`src/rtl/audio_resampler_pkg.sv`:
```
// Shared types and constants for the PSG output resampler.
package audio_resampler_pkg;

  typedef logic signed [15:0] sample_t;

  localparam int NCO_W  = 24;
  localparam int FRAC_W = 16;
  localparam int CNT_W  = 9;

  localparam sample_t SAT_MAX = 16'sh7FFF;
  localparam sample_t SAT_MIN = 16'sh8000;

endpackage

```
`src/rtl/resample_nco.sv`:
```
// Phase-accumulator rate generator: one-clock tick on each wrap of a W-bit accumulator.
module resample_nco #(
  parameter int          W   = 24,
  parameter int unsigned INC = 14998
) (
  input  logic clk,
  input  logic reset,
  output logic tick
);

  logic [W-1:0] r_acc;
  logic [W:0]   w_sum;

  assign w_sum = {1'b0, r_acc} + (W+1)'(INC);
  assign tick  = w_sum[W];

  always_ff @(posedge clk) begin
    if (reset) r_acc <= '0;
    else       r_acc <= w_sum[W-1:0];
  end

endmodule

```
`src/rtl/audio_resampler.sv`:
```
// Linear-interpolating resampler: input samples at ~300 kHz, output samples on NCO ticks,
// 3-clock MAC pipeline from tick to out_valid.
module audio_resampler
  import audio_resampler_pkg::*;
#(
  parameter int unsigned OUT_INC  = 14998,
  parameter int unsigned IN_RECIP = 366,
  parameter int unsigned UNDERRUN = 358
) (
  input  logic    clk,
  input  logic    reset,
  input  logic    in_valid,
  input  sample_t data_in,
  output logic    out_valid,
  output sample_t data_out,
  output logic    underrun
);

  localparam logic [CNT_W-1:0]  PERIOD_LIM = CNT_W'(65536 / IN_RECIP);
  localparam logic [CNT_W-1:0]  UNDER_LIM  = CNT_W'(UNDERRUN - 1);
  localparam logic [FRAC_W-1:0] RECIP      = FRAC_W'(IN_RECIP);

  function automatic logic signed [17:0] round_q16(input logic signed [33:0] p);
    logic signed [33:0] t;
    t = p + 34'sd32768;
    return t[33:16];
  endfunction

  function automatic sample_t sat16(input logic signed [18:0] v);
    if (v > 19'(SAT_MAX)) return SAT_MAX;
    if (v < 19'(SAT_MIN)) return SAT_MIN;
    return v[15:0];
  endfunction

  logic w_tick;

  resample_nco #(.W(NCO_W), .INC(OUT_INC)) u_nco (
    .clk   (clk),
    .reset (reset),
    .tick  (w_tick)
  );

  sample_t          r_x0, r_x1;
  logic [CNT_W-1:0] r_cnt;
  logic             r_underrun;

  always_ff @(posedge clk) begin
    if (reset) begin
      r_x0       <= '0;
      r_x1       <= '0;
      r_cnt      <= '0;
      r_underrun <= 1'b0;
    end else begin
      if (in_valid) begin
        r_x1  <= r_x0;
        r_x0  <= data_in;
        r_cnt <= '0;
      end else if (r_cnt != '1) begin
        r_cnt <= r_cnt + 1'b1;
      end
      // Sticky: set on the edge the counter reaches the starvation limit.
      if (!in_valid && r_cnt >= UNDER_LIM) r_underrun <= 1'b1;
    end
  end

  logic [CNT_W+FRAC_W-1:0] w_frac_full;
  logic [FRAC_W-1:0]       w_frac;
  logic signed [16:0]      w_diff;

  assign w_frac_full = (CNT_W+FRAC_W)'(r_cnt) * (CNT_W+FRAC_W)'(RECIP);
  assign w_frac      = (r_cnt >= PERIOD_LIM || |w_frac_full[CNT_W+FRAC_W-1:FRAC_W])
                       ? '1 : w_frac_full[FRAC_W-1:0];
  assign w_diff      = 17'(r_x0) - 17'(r_x1);

  sample_t            r_x1_p0, r_x1_p1, r_y_p2;
  logic [FRAC_W-1:0]  r_frac_p0;
  logic signed [16:0] r_diff_p0;
  logic signed [33:0] r_prod_p1;
  logic               r_vld_p0, r_vld_p1, r_vld_p2;
  logic signed [18:0] w_ysum;

  assign w_ysum = 19'(r_x1_p1) + 19'(round_q16(r_prod_p1));

  always_ff @(posedge clk) begin
    if (reset) begin
      r_vld_p0 <= 1'b0;
      r_vld_p1 <= 1'b0;
      r_vld_p2 <= 1'b0;
      r_y_p2   <= '0;
    end else begin
      r_vld_p0 <= w_tick;
      r_vld_p1 <= r_vld_p0;
      r_vld_p2 <= r_vld_p1;
      if (r_vld_p1) r_y_p2 <= sat16(w_ysum);
    end
  end

  always_ff @(posedge clk) begin
    // p0: snapshot history and fraction (pre-update values on an in_valid collision)
    r_x1_p0   <= r_x1;
    r_frac_p0 <= w_frac;
    r_diff_p0 <= w_diff;
    // p1: slope times fraction
    r_x1_p1   <= r_x1_p0;
    r_prod_p1 <= 34'(r_diff_p0) * 34'($signed({1'b0, r_frac_p0}));
  end

  assign out_valid = r_vld_p2;
  assign data_out  = r_y_p2;
  assign underrun  = r_underrun;

endmodule

```
`config.mk`:
```
export PLATFORM = sky130hd
export DESIGN_NAME = audio_resampler
export DESIGN_NICKNAME = d
export VERILOG_FILES = /design/src/rtl/audio_resampler_pkg.sv /design/src/rtl/resample_nco.sv /design/src/rtl/audio_resampler.sv
export SDC_FILE = /design/constraint.sdc
export NUM_CORES = 1
export LEC_CHECK = 0
export ABC_AREA = 1
export CORE_MARGIN = 2
export CORE_UTILIZATION = 65
export CTS_BUF_LIST = sky130_fd_sc_hd__clkbuf_8
export DETAILED_ROUTE_END_ITERATION = 7
export PLACE_DENSITY_LB_ADDON = 0.1
export SETUP_SLACK_MARGIN = 0.4
export SYNTH_ARGS = -nofsm -noshare
export SYNTH_HDL_FRONTEND = slang
export SYNTH_SLANG_ARGS = --single-unit
```
`constraint.sdc`:
```
create_clock -name clk -period 11.1 [get_ports clk]
set_clock_uncertainty 0.05 [all_clocks]
set_input_delay 1.665 -clock clk [delete_from_list [all_inputs] [get_ports clk]]
set_output_delay 1.665 -clock clk [all_outputs]
set_load 0.05 [all_outputs]
```
**Run 1: the metal 1 layer**

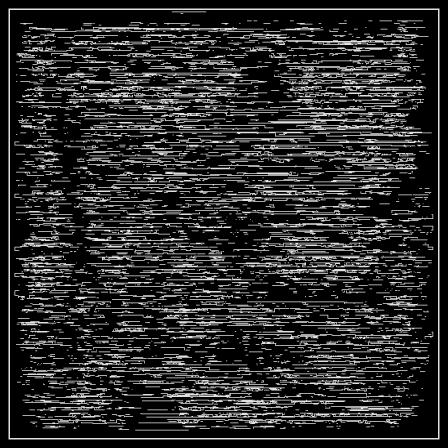
wire length on this layer = 19200 µm
longest straight run = 42.3 µm
nets with wire on the layer = 2784
main direction = horizontal
final wirelength: 44400 µm
detailed-route via count: 15100
global-route met1 utilization: 0.386

**Run 1: metal 2**

Bar = 50 µm. Cells faint in the background.
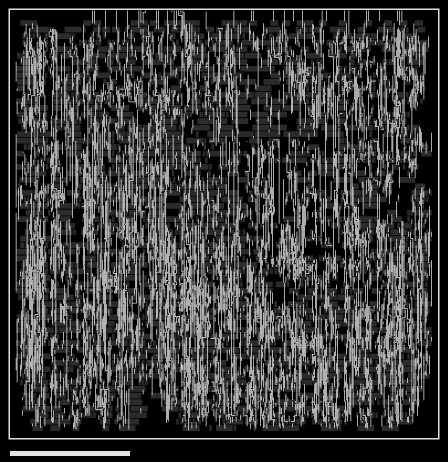
longest straight run = 48.3 µm
main direction = vertical
share of all routed wire = 49%
met2 global-route usage: 0.515

==> summary.txt, run 1 <==
Notes on the flow run.

- The proportion of cell area occupied by multi-input gates is 0.659, for reference.
- The capturing point of the worst reg2reg path is r_prod_p1[30], for reference.
- The placed standard-cell area is 20200 µm², for reference.
- The critical path is of the reg -> reg type.
- The wire length on met2 is 21600 µm, for reference.
- The endpoint required time on the critical path is 11.47 ns, for reference.
- The final timing report derives a shortest allowable period of 6.30 ns.
- Summed over all failing endpoints, the final setup total negative slack is 0 ns.
- The endpoint kind of the worst setup timing path is a register, for reference.
- Yosys printed 0 warnings.
- The first global-routing pass estimated 74600 µm of wire.
- The power report attributes to the combinational group a share of 0.600.
- The register with the most flip-flops in the layout has 23 of them.
- Per the log, the first TritonRoute iteration ended with a DRC count of 882.
- The worst-case headroom to the max-slew limit is 0.377, for reference.
- The cell accounting for the most synthesized area is fa_1, for reference.
- Hold analysis shows the worst path with a depth of 0.
- The growth of design area from synthesis to finish is 4.76%, for reference.
- The dominant kind of cell by area is logic gates, for reference.
- The maximum frequency from static timing analysis is 159 MHz, for reference.
- met3 track demand over resource after global routing is 0.0426.
- The number of input and output port buffers inserted is 36, for reference.
- Looking at the VDD voltage map, the peak drop is 0.166 mV.
- The share of flip-flops with an asynchronous set or reset is 0, for reference.
- The maximum fanout along the worst path is 17, for reference.
- The finished cells cover 20600 µm².
- The first detailed-routing pass took 5 iterations.
- In this design, the largest share of critical-path delay is due to adder cells.
- The flow ran to the end, and the final reports show no timing, DRC or antenna violations.
- The group drawing the most power is combinational logic, for reference.
- The initial antenna violation count is 0, for reference.
- Data on the critical path arrives at its endpoint at 6.67 ns.
- The post-CTS repair timing setup buffer count is 0, for reference.
- The number of sinks driven by the clock tree is 168, for reference.
- The clock-pin transition on the worst setup and hold timing paths is 0.10 ns, for reference.
- The cell type of the slowest stage on the worst timing path is dfxtp_1, for reference.
- The routed design uses 2250 µm of met3 wire.
- No sink is reached through more buffers than the 2 on the longest clock path.
- Detailed placement ended at an HPWL of 37100 µm.
- Of the available clock period, the critical path in the final layout requires 0.568.
- Sequential cells placed in the final layout were counted as 168.
- The top metal layer carrying routed signals is met4, for reference.
- Looking at the clock tree report, the root buffer type is clkbuf_8.
- The final routed wire length divided by cell count is 15.5 µm, for reference.
- The number of buffers added by the clock tree synthesis step is 17, for reference.
- After global routing, the most crowded layer is met2.
- The number of synthesized register bits is 168, for reference.
- Post-synth the commonest register cell is dfxtp_1.
- The fraction of the core area occupied by cells at floorplan is 0.663, for reference.
- The report lists the cells along the critical path as nand2_1, fa_1, fa_1, inv_1, fa_1, fa_1, fa_1, inv_1, fa_1, inv_1, ha_1, nand2_1, nor4_1, nand2_1, o21ai_0, xor2_1.
- The area taken by flip-flops and latches is 3360 µm², for reference.
- The number of design rule violations left after detail routing is 0, for reference.
**Run 1: metal 3**

Bar = 50 µm.
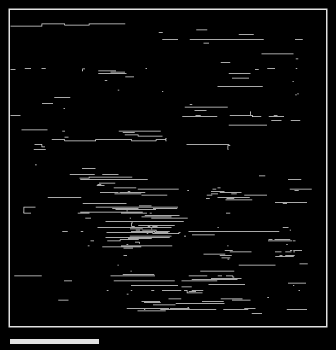
longest straight run = 50.8 µm
main direction = horizontal

[run 1: cells in the mapped netlist, drive strengths merged (3+ instances only)]
| cell | n |
|---|---|
| xnor2 | 24 |
| and3 | 3 |
| o211ai | 4 |
| buf | 5 |
| nor4 | 6 |
| inv | 636 |
| a21oi | 139 |
| ha | 172 |
| nand3 | 70 |
| clkbuf | 79 |
| o21ai | 109 |
| nand4 | 12 |
| o21bai | 5 |
| nor2 | 126 |
| o21a | 6 |
| fa | 304 |
| dfxtp | 168 |
| nand2 | 512 |
| xor2 | 52 |
| nor3 | 20 |
| a31oi | 6 |
| a21boi | 4 |
| a21o | 6 |
[run 1: metrics by stage]
step | cells | hold WS (ns) | utilization | total power (W) | setup WS, ns
3_5_place_dp | 2829 | 0.263 | 0.681 | 0.00284 | 4.86
4_1_cts | 2861 | 0.285 | 0.695 | 0.00329 | 4.85
5_1_grt | 2861 | 0.289 | 0.695 | 0.00361 | 4.40
2_1_floorplan | 2482 | 0.260 | - | 0.00231 | 5.41
3_3_place_gp | 2829 | 0.260 | 0.681 | 0.00279 | 4.90
6_report | 2861 | 0.285 | 0.695 | 0.00328 | 4.80
[run 1: worst max-delay path by stage]
stage	from	end	slack, ns	cells after the start
after floorplan	r_diff_p0[16]	r_prod_p1[33]	5.41	23
after global placement	r_frac_p0[2]	r_prod_p1[29]	4.90	18
after detailed placement	r_frac_p0[2]	r_prod_p1[30]	4.86	16
after CTS	r_frac_p0[2]	r_prod_p1[30]	4.85	16
after global routing	r_frac_p0[2]	r_prod_p1[30]	4.40	16
final	r_frac_p0[2]	r_prod_p1[30]	4.80	16
[run 1: logic make-up after synthesis]
logic type | synth area share
adders and majority gates | 0.418
and+or+nand+nor | 0.158
AOI/OAI and AO/OA | 0.0808
DFF | 0.171
xor gates and xnor gates | 0.0338
buffers and inverters | 0.139
**Run 1: congestion heat map**

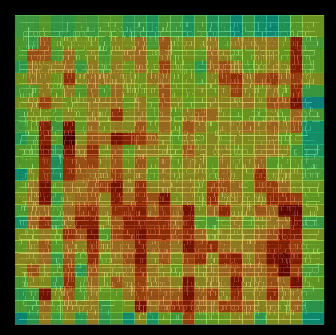

## Run 2: what changed since run 1
==> constraint.sdc (replaced) <==
create_clock -name clk -period 6.2 [get_ports clk]
set_clock_uncertainty 0.05 [all_clocks]
set_input_delay 0.93 -clock clk [delete_from_list [all_inputs] [get_ports clk]]
set_output_delay 0.93 -clock clk [all_outputs]
set_load 0.05 [all_outputs]
**Run 2: congestion heat map**

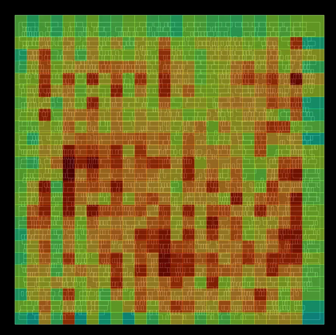
core utilization of the finished layout: 0.710
wire length per cell after detailed routing: 15.7 µm
All-Layer GR Usage: 0.308
most congested layer reported by global routing: met2

**Run 2: metal 3**

Bar = 50 µm.
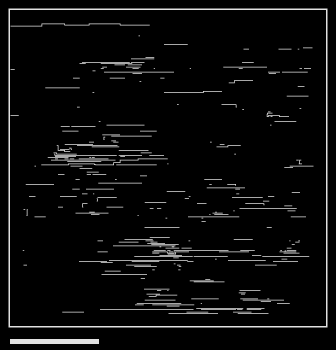
detailed-route via count: 15400
final wirelength: 45600 µm
routing usage on met3: 0.0392

==> run 2 against run 1 <==
  * Highest routed layer unchanged
  * Core utilization increased by 1.5 points
  * Worst hold slack got worse by 0.0015 ns
  * Combinational power grew about 90%
==> summary.txt, run 2 <==
Notes on the flow run.

- The multiplexer area fraction after synthesis is 0 (unchanged), for reference.
- The number of global-route vias before repair is 16000.
- The maximum frequency from static timing analysis is 178 MHz (+12%), for reference.
- The placed wire-length estimate after detailed placement is 38700 µm (+4.4%).
- The post-route setup TNS is 0 ns (unchanged), for reference.
- The overall power consumption is 0.00598 W (+83%).
- In this run the horizontal extent of the chip is 178 µm.
- The buffer depth of the longest clock path is 2 (unchanged), for reference.
- The overall die area is 31700 µm², for reference.
- The number of maximum-capacitance violations recorded for the run is 0.
- The fraction of post-synthesis cell area in the top cell type by area is 0.309, for reference.
- The number of buffers added by the clock tree synthesis step is 17 (unchanged), for reference.
- The synthesized instance count is 2482.
- The final weighted congestion of routability-driven global placement is 0.920, for reference.
- The number of nets in the synthesized netlist is 2977, for reference.
- The flow ran to the end, and the final reports show no timing, DRC or antenna violations.
- The post-synthesis share of cell area spent on and, or, nand and nor gates was 0.158 (unchanged).
- Per the final layout report, the fraction of cells sized above drive strength 1 comes to 0.0665.
- The data arrival time of the worst path came to 5.93 ns (-0.74 ns).
- Hold repair after CTS inserted 0 buffers.
- The number of synthesized register bits is 168 (unchanged), for reference.
- The synthesis run shows the most used standard cells to be inv_1, nand2_1, fa_1, ha_1, dfxtp_1.
- The standby leakage power is 11.5 nW, for reference.
- After detailed routing, the wire length on met1 is 19500 µm.
- The Yosys warning count is 0 (unchanged), for reference.
- The number of input and output port buffers inserted is 36 (unchanged), for reference.
- The peak supply drop is 0.196 mV (+18%), for reference.
- The total overflow reported by the global router is 0, for reference.
- The first-iteration detailed-routing DRC count came to 839 (-4.9%).
- Entering global routing, the biggest net connects 63 pins.
- The core box area is 29700 µm², for reference.
- The number of sinks driven by the clock tree is 168 (unchanged).
- The final setup violation count is 0, for reference.
- The kind of start point of the critical path is a register, for reference.
- Looking at the setup timing report, the critical path kind is reg -> reg.
- The period utilization was 0.907 (+0.339).
- The met2 global-route usage is 0.532 (+0.0168), for reference.
- The placement-stage worst setup slack came to 0.219 ns (-4.64 ns).
- The worst setup path is captured at a register.
- The flow reported a cell area power density of 284 nW/µm².
- Setup repair after global routing could not meet its margin everywhere.
- The post-layout worst setup margin is 0.578 ns (-4.22 ns).
- The detailed router used layers up to and including met4.
- The post-synth count of flops with an enable pin is 0.
- The global-route wire length before repair is 76400 µm (+2.3%), for reference.
- The area share of and-or/or-and cells after synthesis is 0.0808 (unchanged), for reference.
- The clock latency reported for the late side of the worst-skew pair is 0.48 ns, for reference.
- The maximum fanout along the worst path is 14 (-3).
- The share of flip-flops with an asynchronous set or reset was 0 (unchanged).
- The most common flop cell mapped by yosys is dfxtp_1, for reference.
- The share of the yosys chip area belonging to registers is 0.171, for reference.
- The final number of hold-violating endpoints is 0, for reference.
- The endpoint required time on the critical path is 6.51 ns (-4.96 ns), for reference.
- u_nco.r_acc holds more flip-flops than any other register.
- For this design, the slowest cell found on the critical path is dfxtp_1.
- The total inserted antenna cells is 0, for reference.
- The cell accounting for the most synthesized area is fa_1, for reference.
- The average size of a mapped cell is 7.94 µm², for reference.
- The post-route standard cell area excluding fillers was 21100 µm² (+2.1%).
- The global-route track usage on met1 is 0.396 (+0.00967), for reference.
- The tally of filler cells in the layout is 2448, for reference.
- The cell area that synthesis handed to floorplanning was 19700 µm².
- The root buffer cell chosen for the clock tree is clkbuf_8.
- The dominant cell by count in the synthesized netlist is inv_1, for reference.
- The met3 wire length is 2380 µm (+5.5%).
- The top logic cell family in the synthesized netlist is adder cells, for reference.
- Per the cell usage report, the commonest logic cell in the layout is inv_1.
- The fraction of the core area occupied by cells at floorplan is 0.663 (unchanged), for reference.
- The initial antenna violation count came to 0 (unchanged).
- The xor/xnor share of the synthesized area is 0.0338 (unchanged), for reference.
- The first-pass iteration count of the detailed router is 7 (+2), for reference.
- The worst hold slack across all endpoints is 0.283 ns (-0.00148 ns), for reference.
- Yosys mapped the design onto 46 distinct sky130hd cell types.
- The clock-pin transition on the worst setup and hold timing paths is 0.10 ns (about the same), for reference.
- The flip-flop count of the largest register, all copies and words added is 23 (unchanged), for reference.
- The cell with the most instances on the worst path is fa_1, for reference.
- The worst-case headroom to the max-slew limit is 0.416 (+0.0399), for reference.
- The wire length on met2 was 22300 µm (+3.3%).
- The post-layout minimum cycle time is 5.62 ns (-0.677 ns).
- The placed standard-cell area is 20500 µm² (+1.5%), for reference.
- The timing report notes that buffer and inverter cells on the critical path total 4.
- The number of design rule violations left after detail routing is 0 (unchanged), for reference.
- Walking the worst path, the cells encountered are nand2_1, inv_1, ha_1, inv_1, fa_1, inv_1, fa_1, fa_1, fa_1, fa_1, ha_1, nand2_1, inv_1, a21oi_1, o21ai_0, a221oi_1, nand2_1, xor2_1.
- In this run the layout overhead on the synthesized area is reported as 7.01%.
- The H-tree depth is 4, for reference.
- The number of placed instances, taps included is 2869 (+1.4%).
- In the final layout, the registers with the most flip-flops are u_nco.r_acc x23, r_prod_p1 x19, r_diff_p0 x17.
- The filler-free cell count of the finished design came to 2900 (+1.4%).
- The fraction of the mapped netlist area in adder cells is 0.418 (unchanged).
- Per STA, the worst path accumulates the most delay in the family adder cells.
[run 2: netlist changes by cell type in the layout (fill, tap and decap cells not counted), moves of 4 or more]
| cell | change |
|---|---|
| dfxtp_1 | -18 |
| inv_8 | -5 |
| a21oi_2 | +6 |
| o21ai_1 | +4 |
| fa_1 | -4 |
| a21oi_1 | -6 |
| dfxtp_4 | +7 |
| buf_4 | +37 |
| dfxtp_2 | +11 |
| fa_2 | +4 |
| o21ai_0 | -4 |
[run 2: timing repair]
item / in CTS / in global routing
setup endpoints to repair: 8 / 17
buffers inserted: 0 / 0
gates resized: 7 / 56
pin swaps: 0 / 2
[run 2: report_power, final]
part	switching [W]	internal (W)	total, W
Combinational	0.00239	0.00135	0.00374
Clock	0.000441	0.000364	0.000805
Sequential	0.000184	0.00125	0.00143
[run 2: cells by family after synthesis]
logic type | after synthesis
simple gates | 754
buf+inv | 720
compound gates | 288
flops | 168
fa+ha+maj | 476
xor+xnor | 76
[run 2: area by class of cell]
cell class              count  area, µm²  area share
clock inverters            14        164     0.00777
clock buffers              17        234      0.0111
flip-flops and latches    168       3400       0.161
inverters                 636       2390       0.113
well taps                 390        488      0.0231
repair buffers             81        717      0.0340
multi-input cells        1594      13700       0.649
[run 2: final timing paths]
| check | start | end | slack (ns) | depth (start not counted) |
|---|---|---|---|---|
| min reg2reg | r_x1_p0[0] | r_x1_p1[0] | 0.28 | 0 |
| max reg2reg | r_frac_p0[15] | r_prod_p1[29] | 0.58 | 18 |
| min | r_x1_p0[0] | r_x1_p1[0] | 0.28 | 0 |
| max | r_frac_p0[15] | r_prod_p1[29] | 0.58 | 18 |
No activity file was given, so power comes from the tool's default toggle rates.
